Figure 1. The metal 1 layer (run 1).
Supply wires on this layer in gray.
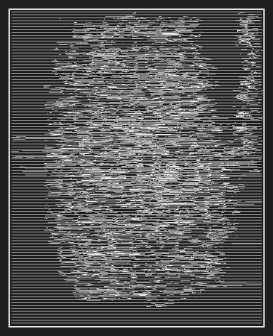
Figure 2. Signal wires on met2 (run 1).
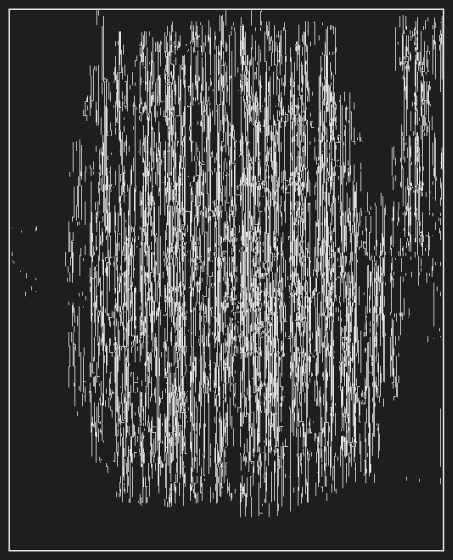
Figure 3. The metal 3 layer (run 1).
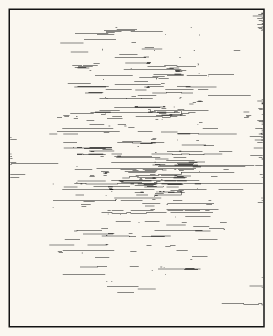
[src/rtl/gshare_branch_predictor.sv]
// rtl/gshare_branch_predictor.sv - gshare/bimodal direction predictor with self-initialising counter table
module gshare_branch_predictor #(
  parameter int INDEX_BITS = 8,
  parameter int CTR_BITS   = 2,
  parameter int GHR_BITS   = 8,
  parameter bit USE_GSHARE = 1'b1,
  parameter int PC_LSB     = 2
) (
  input  logic                  clk,
  input  logic                  rst_n,
  input  logic [31:0]           pred_pc,
  output logic                  pred_taken,
  output logic [INDEX_BITS-1:0] pred_index,
  output logic                  ready,
  input  logic                  upd_valid,
  input  logic [INDEX_BITS-1:0] upd_index,
  input  logic                  upd_taken,
  input  logic                  upd_mispredict,
  output logic [31:0]           mispredict_cnt
);

  localparam int ENTRIES = 1 << INDEX_BITS;
  // Weakly-not-taken: MSB clear, all lower bits set.
  localparam logic [CTR_BITS-1:0] CTR_WNT = {1'b0, {(CTR_BITS-1){1'b1}}};
  localparam logic [CTR_BITS-1:0] CTR_MAX = '1;

  typedef enum logic {ST_INIT, ST_READY} state_t;

  state_t                state_q, state_d;
  logic [INDEX_BITS-1:0] init_ptr_q, init_ptr_d;
  logic [GHR_BITS-1:0]   ghr_q, ghr_d;
  logic [31:0]           cnt_q, cnt_d;
  logic [CTR_BITS-1:0]   table_q [ENTRIES];

  logic                  tbl_we;
  logic [INDEX_BITS-1:0] tbl_waddr;
  logic [CTR_BITS-1:0]   tbl_wdata;
  logic [CTR_BITS-1:0]   upd_ctr;
  logic [INDEX_BITS-1:0] pc_bits;
  logic [INDEX_BITS-1:0] ghr_ext;
  logic [GHR_BITS-1:0]   ghr_shift;
  logic                  unused_pc;

  // Only a window of the PC indexes the table; the rest is deliberately ignored.
  assign unused_pc = ^pred_pc;
  assign pc_bits   = pred_pc[PC_LSB+INDEX_BITS-1:PC_LSB];

  // Zero-extend the history to the index width.
  always_comb begin
    ghr_ext                = '0;
    ghr_ext[GHR_BITS-1:0]  = ghr_q;
  end

  if (GHR_BITS == 1) begin : g_ghr1
    assign ghr_shift = upd_taken;
  end else begin : g_ghrn
    assign ghr_shift = {ghr_q[GHR_BITS-2:0], upd_taken};
  end

  // Prediction reads the table as it stands before any same-cycle update.
  assign pred_index     = USE_GSHARE ? (pc_bits ^ ghr_ext) : pc_bits;
  assign ready          = (state_q == ST_READY);
  assign pred_taken     = ready & table_q[pred_index][CTR_BITS-1];
  assign mispredict_cnt = cnt_q;
  assign upd_ctr        = table_q[upd_index];

  // Next-state: init sweep owns the table write port until READY, then resolved branches do.
  always_comb begin
    state_d    = state_q;
    init_ptr_d = init_ptr_q;
    ghr_d      = ghr_q;
    cnt_d      = cnt_q;
    tbl_we     = 1'b0;
    tbl_waddr  = init_ptr_q;
    tbl_wdata  = CTR_WNT;
    unique case (state_q)
      ST_INIT: begin
        tbl_we     = 1'b1;
        init_ptr_d = init_ptr_q + 1'b1;
        if (init_ptr_q == '1) state_d = ST_READY;
      end
      ST_READY: begin
        if (upd_valid) begin
          tbl_we    = 1'b1;
          tbl_waddr = upd_index;
          tbl_wdata = upd_ctr;
          if (upd_taken && (upd_ctr != CTR_MAX)) tbl_wdata = upd_ctr + 1'b1;
          else if (!upd_taken && (upd_ctr != '0)) tbl_wdata = upd_ctr - 1'b1;
          ghr_d = ghr_shift;
          if (upd_mispredict && (cnt_q != '1)) cnt_d = cnt_q + 32'd1;
        end
      end
      default: ;
    endcase
  end

  // Control state, history and perf counter; reset restarts the sweep.
  always_ff @(posedge clk or negedge rst_n) begin
    if (!rst_n) begin
      state_q    <= ST_INIT;
      init_ptr_q <= '0;
      ghr_q      <= '0;
      cnt_q      <= '0;
    end else begin
      state_q    <= state_d;
      init_ptr_q <= init_ptr_d;
      ghr_q      <= ghr_d;
      cnt_q      <= cnt_d;
    end
  end

  // Counter table: no reset, contents come from the init sweep.
  always_ff @(posedge clk) begin
    if (tbl_we) table_q[tbl_waddr] <= tbl_wdata;
  end

endmodule

[config.mk]
export PLATFORM = sky130hd
export DESIGN_NAME = gshare_branch_predictor
export DESIGN_NICKNAME = d
export VERILOG_FILES = /design/src/rtl/gshare_branch_predictor.sv
export SDC_FILE = /design/constraint.sdc
export NUM_CORES = 1
export LEC_CHECK = 0
export CAP_MARGIN = 20
export CORE_ASPECT_RATIO = 1.25
export CORE_UTILIZATION = 38
export DETAILED_ROUTE_END_ITERATION = 8
export GPL_ROUTABILITY_DRIVEN = 0
export SYNTH_ARGS = -nofsm -noshare
export SYNTH_HDL_FRONTEND = slang
export SYNTH_SLANG_ARGS = --single-unit
[constraint.sdc]
create_clock -name clk -period 26.4 [get_ports clk]
set_input_delay 5.28 -clock clk [delete_from_list [all_inputs] [get_ports clk]]
set_output_delay 5.28 -clock clk [all_outputs]
set_load 0.02 [all_outputs]
==> summary.txt, run 1 <==
Status: finished, violations left
Failing checks: design-rule violations
Post-detail-place hpwl: 45210 um
Unique masters post-synth: 62
Yosys Instances: 1587
# hold bufs at CTS: 0
Fmax: 65.93 MHz
First-pass GRT wire length: 102900 um
Type of the tightest min-delay check: reg2reg
CP Max Fanout: 8
Metal-1 WL: 26980 um
Final Hold Fails: 0
Dominant flop cell: edfxtp_1
Largest net degree at the start of global routing: 125
Sink Count: 561
RSZ-0062 raised after global routing: false
Tmin final: 15.17 ns
Synthesis-to-layout area growth: 12.53%
Tool warning count: 52
Post-Syn Area: 0.02571 mm^2
DRC: 1
CTS HTree Levels: 2
DR WL met3: 5522 um
YS chip area: 0.02571 mm^2
Nets: 1696
CTS tree: built
Drt wl/cell: 27.28 um
Avg Inst Size Synth: 16.20 um^2
Ys async rst share: 0.08734
Slowest-stage cell, CP: nor2_1
Crit path kind: in2out
Clk_skew: 0.01952 ns
IO Count: 87
Slew HR: 0.2630
Max stage delay on crit path: 0.83 ns
Port Buffer Count: 62
DIE WIDTH: 234.6 um
Worst reg2reg path startpoint: table_q[29][0]
Grt ovf: 0
Initial antenna violation count: 2
Total core area: 0.06684 mm^2
Routed wl met2: 34860 um
Crit path capture type: output port
# setup viols final: 0
Post-synth EDFFs: 512
Clock transition at path regs: 0.06 ns
Critical Path AT: 9.89 ns
Post-synth seq share: 0.6458
Setup WS post-layout: 11.23 ns
Initial drt markers: 1730
Vias in the first global route: 15520
Layout cell share with drive strength beyond 1: 0.1970
Initial Utilization: 0.3846
Latency at later pin: 0.62 ns
Power Density: 61.33 mW/mm^2
GR peak layer: met2
Worst Hold Launch: mispredict_cnt[27]
Required @ worst endpoint: 21.12 ns
Tot GR Track Use: 0.2042
Max Cap Violations: 0
Final Max Slew Viols: 0
Antenna-violating nets left: 0
Mapped Nets: 1636
Yosys Warn Count: 0
Vias/cell: 5.985
Maximum VDD drop: 0.04532 mV
-- Figure 1 (at the start) --
main direction: horizontal
longest straight run: 53.6 um
share of all routed wire: 39%
nets with wire on the layer: 1606
wire length on this layer: 27.0 mm
DRT Wirelength: 69670 um
vias: 15290
met1 usage: 0.2616

-- Figure 2 (at the start) --
share of all routed wire: 50%
wire length on this layer: 34.9 mm
nets with wire on the layer: 1541
longest straight run: 115 um
grt met2 use: 0.3449

-- Figure 3 (at the start) --
nets with wire on the layer: 242
wire length on this layer: 5520 um
share of all routed wire: 7.9%
main direction: horizontal
met3 usage: 0.04043

==> run 1: cells in the final DEF (no fill, tap or decap), types with 11 or more instances in the layout <==
master           instances
edfxtp_1               512
a22oi_1                 32
clkinv_2                12
clkdlybuf4s50_1         58
buf_4                   43
nand3b_1                13
mux4_2                 181
clkinv_1                11
nand2_1                 99
xnor2_1                 28
clkbuf_16               55
dfrtp_1                 49
nand4_1                 15
a21oi_1                 21
mux4_1                  21
mux2i_1                 16
nand3_1                 49
xor2_1                  16
clkbuf_1                13
nor2_1                 274
==> run 1: critical path, delay by kind of cell <==
| family | cells | cell delay (ns) |
|---|---|---|
| buf+inv | 4 | 2.06 |
| compound gates | 4 | 1.04 |
| simple gates | 2 | 0.93 |
| xor+xnor | 1 | 0.56 |
==> run 1: cell usage after synthesis (8+ instances only) <==
master / instances / area share
edfxtp_1: 512 / 0.60
mux4_2: 181 / 0.16
and3_1: 8 / 0.0019
a22oi_1: 32 / 0.0093
xnor2_1: 28 / 0.0095
and2_1: 9 / 0.0022
nand3b_1: 13 / 0.0038
nand2_1: 99 / 0.014
o21ai_0: 9 / 0.0018
xor2_1: 18 / 0.0061
nor2_1: 274 / 0.040
buf_6: 14 / 0.0061
inv_1: 9 / 0.0013
nand4_1: 15 / 0.0037
buf_4: 13 / 0.0038
mux2_2: 9 / 0.0039
clkbuf_1: 50 / 0.0073
buf_2: 19 / 0.0037
mux2i_1: 16 / 0.0062
mux4_1: 21 / 0.021
dfrtp_1: 49 / 0.048
nor3_1: 9 / 0.0018
nand3_1: 49 / 0.0095
a21oi_1: 21 / 0.0041
==> run 1: state kept, by name (all words and copies together), names as in the netlist <==
| signal | flops |
|---|---|
| ghr_ext | 8 |
| init_ptr_q | 8 |
| mispredict_cnt | 32 |
| ready | 1 |
| table_q | 512 |
==> run 1: cell families after synthesis <==
kind of cell | share of synthesized area
flip-flops | 0.6458
adder cells (fa/ha/maj) | 0.001947
multiplexers | 0.1902
buffers and inverters | 0.02653
XOR/XNOR | 0.01567
AND/OR/NAND/NOR | 0.08649
AND-OR/OR-AND | 0.03339
==> run 1: area by class of cell <==
cell class,count,area (um^2)
Timing Repair Buffer,110,1026
Clock inverter,28,210.2
Fill cell,5911,37920
Tap cell,864,1081
Multi-Input combinational cell,906,8492
Clock buffer,71,1466
Sequential cell,561,16600
Inverter,14,52.55
==> run 1: power breakdown <==
part	internal, mW	switching, mW
clock network	0.411	0.336
logic	0.0261	0.0459
registers	0.955	0
total	1.39	0.382
==> run 1: path summary, 6_finish.rpt <==
kind	endpoint	slack, ns	depth (start not counted)
max	pred_taken	11.23	11
min	mispredict_cnt[27]	0.50	1
max reg2reg	table_q[45][0]	21.42	14
min reg2reg	mispredict_cnt[27]	0.50	1
max in group asynchronous	init_ptr_q[0]	21.17	2
min in group asynchronous	ghr_ext[7]	4.78	2
==> run 1: metrics by stage <==
stage          power [mW]  instance area [um^2]  hold WS, ns    util
4_1_cts             1.784                 28890       0.4979  0.4321
5_1_grt             1.819                 28930       0.5164  0.4328
2_1_floorplan       1.021                 25710       0.4656       -
6_report            1.774                 28930       0.4966  0.4328
3_5_place_dp        1.046                 27210       0.4893  0.4071
3_3_place_gp        1.046                 27150       0.4742  0.4062
==> run 1 -> run 2 <==
==> constraint.sdc (replaced) <==
create_clock -name clk -period 12.3 [get_ports clk]
set_input_delay 2.46 -clock clk [delete_from_list [all_inputs] [get_ports clk]]
set_output_delay 2.46 -clock clk [all_outputs]
set_load 0.02 [all_outputs]
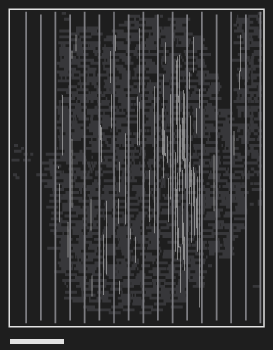
Figure 4: run 2, M4 wires.
Bar = 50 um. Supply wires on this layer in gray.
longest straight run: 136 um
main direction: vertical
vias: 15200
DRT Wirelength: 70260 um

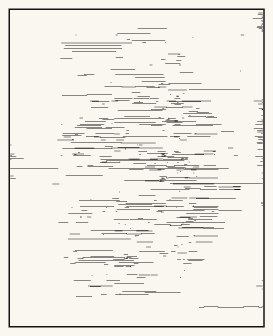
Figure 5: run 2, the metal 3 layer.
wire length on this layer: 5330 um
longest straight run: 85.8 um
nets with wire on the layer: 217
met3 usage: 0.03025

==> run 2 against run 1 <==
Compared with the run above:
- the run now ends clean
- core utilization rose by 0.13 points
- sequential cell count did not move
- final area rose by 0.31%
- worst setup slack worse by 8.1 ns
- sequential share of layout area decreased by 0.18 points
- die area stayed put
- clock skew is 0.0060 ns lower
- critical path depth grew 1
- total power is 120% higher
- cell count barely moved
==> summary.txt, run 2 <==
Total core area: 0.06684 mm^2 (unchanged)
Synth top cells by count: edfxtp_1 (512), nor2_1 (274), mux4_2 (181)
Type of the tightest min-delay check: reg2reg
Most frequent logic cell in the layout: edfxtp_1
Fillers: 5924 (+0.22%)
Fmax: 109.5 MHz
# setup viols final: 0 (unchanged)
Status: finished, final reports clean
Tcrit/Tclk final: 0.7427
Avg Inst Size Synth: 16.20 um^2 (unchanged)
CTS HTree Levels: 2 (unchanged)
Slew HR: 0.2156 (-0.04734)
Synthesis-to-layout area growth: 12.88%
Tot GR Track Use: 0.2062 (+0.002026)
Vias in the first global route: 15540 (+0.13%)
Post-synth EDFFs: 512 (unchanged)
Dominant flop cell: edfxtp_1
Unique masters post-synth: 62 (unchanged)
Clock transition at path regs: 0.06 ns (about the same)
Synth top area cells: edfxtp_1 (60%), mux4_2 (16%), dfrtp_1 (4.8%), nor2_1 (4.0%), mux4_1 (2.1%)
Initial drt markers: 1646 (-4.9%)
Crit path capture type: output port
Logic area: 0.008492 mm^2 (unchanged)
First-pass GRT wire length: 103600 um (+0.70%)
Most flops, register: table_q
CTS tree: built
WHS Endpoint: mispredict_cnt[21]
Post-detail-place hpwl: 45270 um (+0.13%)
Tmin final: 9.135 ns
Critical Path AT: 6.67 ns (-3.22 ns)
DRC: 0 (-1)
Slew @ Worst Pin: 1.173 ns
Cell Rows: 106
Grt ovf: 0 (unchanged)
IO Count: 87 (unchanged)
Port Buffer Count: 62 (unchanged)
Worst reg2reg path endpoint: table_q[85][1]
YS chip area: 0.02571 mm^2 (unchanged)
Worst reg2reg path startpoint: table_q[29][0]
Vias/cell: 5.955 (-0.51%)
Post-Syn Area: 0.02571 mm^2 (unchanged)
Sink Count: 561 (unchanged)
Required @ worst endpoint: 9.84 ns (-11.28 ns)
Mapped Cells: 1587
Ys async rst share: 0.08734 (unchanged)
Post-synth seq share: 0.6458 (unchanged)
DIE WIDTH: 234.6 um (unchanged)
Maximum VDD drop: 0.09947 mV (+120%)
RSZ-0062 raised after global routing: false
Worst r2r path cells: 11 (-3)
Worst Hold Launch: mispredict_cnt[21]
Area leader share: 0.5981 (unchanged)
Post-layout power: 3.912 mW (+120%)
Area leader, netlist: edfxtp_1
Startpoint Class: primary input
Largest register FFs: 512 (unchanged)
Clk_skew: 0.01356 ns (-0.005960 ns)
Hold Crit Depth: 1 (unchanged)
Max Cap Violations: 0 (unchanged)
Final Hold Fails: 0 (unchanged)
Tool warning count: 54 (+3.8%)
Latency at later pin: 0.61 ns (about the same)
Register area: 0.01660 mm^2 (unchanged)
Mapped Nets: 1636 (unchanged)
Crit path kind: in2out
# hold bufs at CTS: 0 (unchanged)
Nets: 1693 (-0.18%)
Power Density: 134.8 mW/mm^2 (+120%)
Flop2flop setup slack: 7.54 ns (-13.88 ns)
Yosys Instances: 1587 (unchanged)
Largest net degree at the start of global routing: 257 (+110%)
Antenna-violating nets left: 0 (unchanged)
Yosys Warn Count: 0 (unchanged)
Layout cell share with drive strength beyond 1: 0.1955 (-0.001544)
Drt wl/cell: 27.52 um (+0.88%)
CP Max Fanout: 8 (unchanged)
Synth top cell by count: edfxtp_1
Final Max Slew Viols: 0 (unchanged)
Initial antenna violation count: 1 (-1)
Most frequent cells in the layout: edfxtp_1 (512), nor2_1 (274), mux4_2 (181)
Initial Utilization: 0.3846 (unchanged)
==> run 2: power by group <==
group	leakage (nW)	internal, mW	total, mW	switching [mW]
clock	0.880	0.992	1.71	0.716
sequential	5.14	2.05	2.05	0
combinational	2.76	0.0562	0.155	0.0983
==> run 2: cell families (layout without fill, tap and decap cells) <==
group                      after synthesis  in the layout  share of synthesized area
and+or+nand+nor                        508            508                    0.08649
buffers and inverters                  120            221                    0.02653
adders and majority gates                4              4                   0.001947
muxes                                  227            227                     0.1902
AOI/OAI and AO/OA                      121            121                    0.03339
xor gates and xnor gates                46             46                    0.01567
other                                    0              1                          0
DFF                                    561            561                     0.6458
==> run 2: worst max-delay path by stage <==
stage	startpoint	end	slack [ns]	depth (start not counted)
floorplan	upd_index[0]	table_q[0][1]	0.64	13
global placement	pred_pc[4]	pred_taken	3.19	12
detailed placement	pred_pc[3]	pred_taken	3.27	11
CTS	pred_pc[4]	pred_taken	3.24	12
global route	pred_pc[4]	pred_taken	3.06	12
finish	pred_pc[4]	pred_taken	3.17	12
==> run 2: layer usage <==
layer  vias to the layer above  global-route usage  share of wire
met1                      7950              0.2648           0.39
met4                         2             0.08521          0.043
li1                       6401                   -              -
met2                       694              0.3509           0.49
met5                         -                   0        0.00024
met3                       155             0.03025          0.076
==> run 2: per-stage QoR <==
step | hold WS [ns] | utilization | cell area (um^2) | setup WS (ns)
5_1_grt | 0.5160 | 0.4341 | 29020 | 3.058
3_3_place_gp | 0.4734 | 0.4067 | 27180 | 3.189
4_1_cts | 0.4994 | 0.4341 | 29020 | 3.238
6_report | 0.4890 | 0.4341 | 29020 | 3.165
3_5_place_dp | 0.4870 | 0.4071 | 27210 | 3.265
2_1_floorplan | 0.4656 | - | 25720 | 0.6407
==> run 2: worst max-delay path: stages <==
cell	delay, ns
clkdlybuf4s50_1	0.49
xnor2_1	0.12
buf_4	0.17
clkinv_1	0.29
nor2_1	0.80
buf_4	0.40
a22oi_1	0.13
a21oi_1	0.20
nor2_1	0.14
a211oi_1	0.41
o2111a_1	0.39
clkdlybuf4s50_1	0.65
==> run 2: area by class of cell <==
type | count | share of cell area
Antenna cell | 1 | 0.00008624
Tap cell | 864 | 0.03725
Sequential cell | 561 | 0.5721
Clock inverter | 39 | 0.01466
Clock buffer | 61 | 0.04747
Timing Repair Buffer | 107 | 0.03398
Multi-Input combinational cell | 906 | 0.2926
Inverter | 14 | 0.001811
Power and IR drop assume default switching activity.
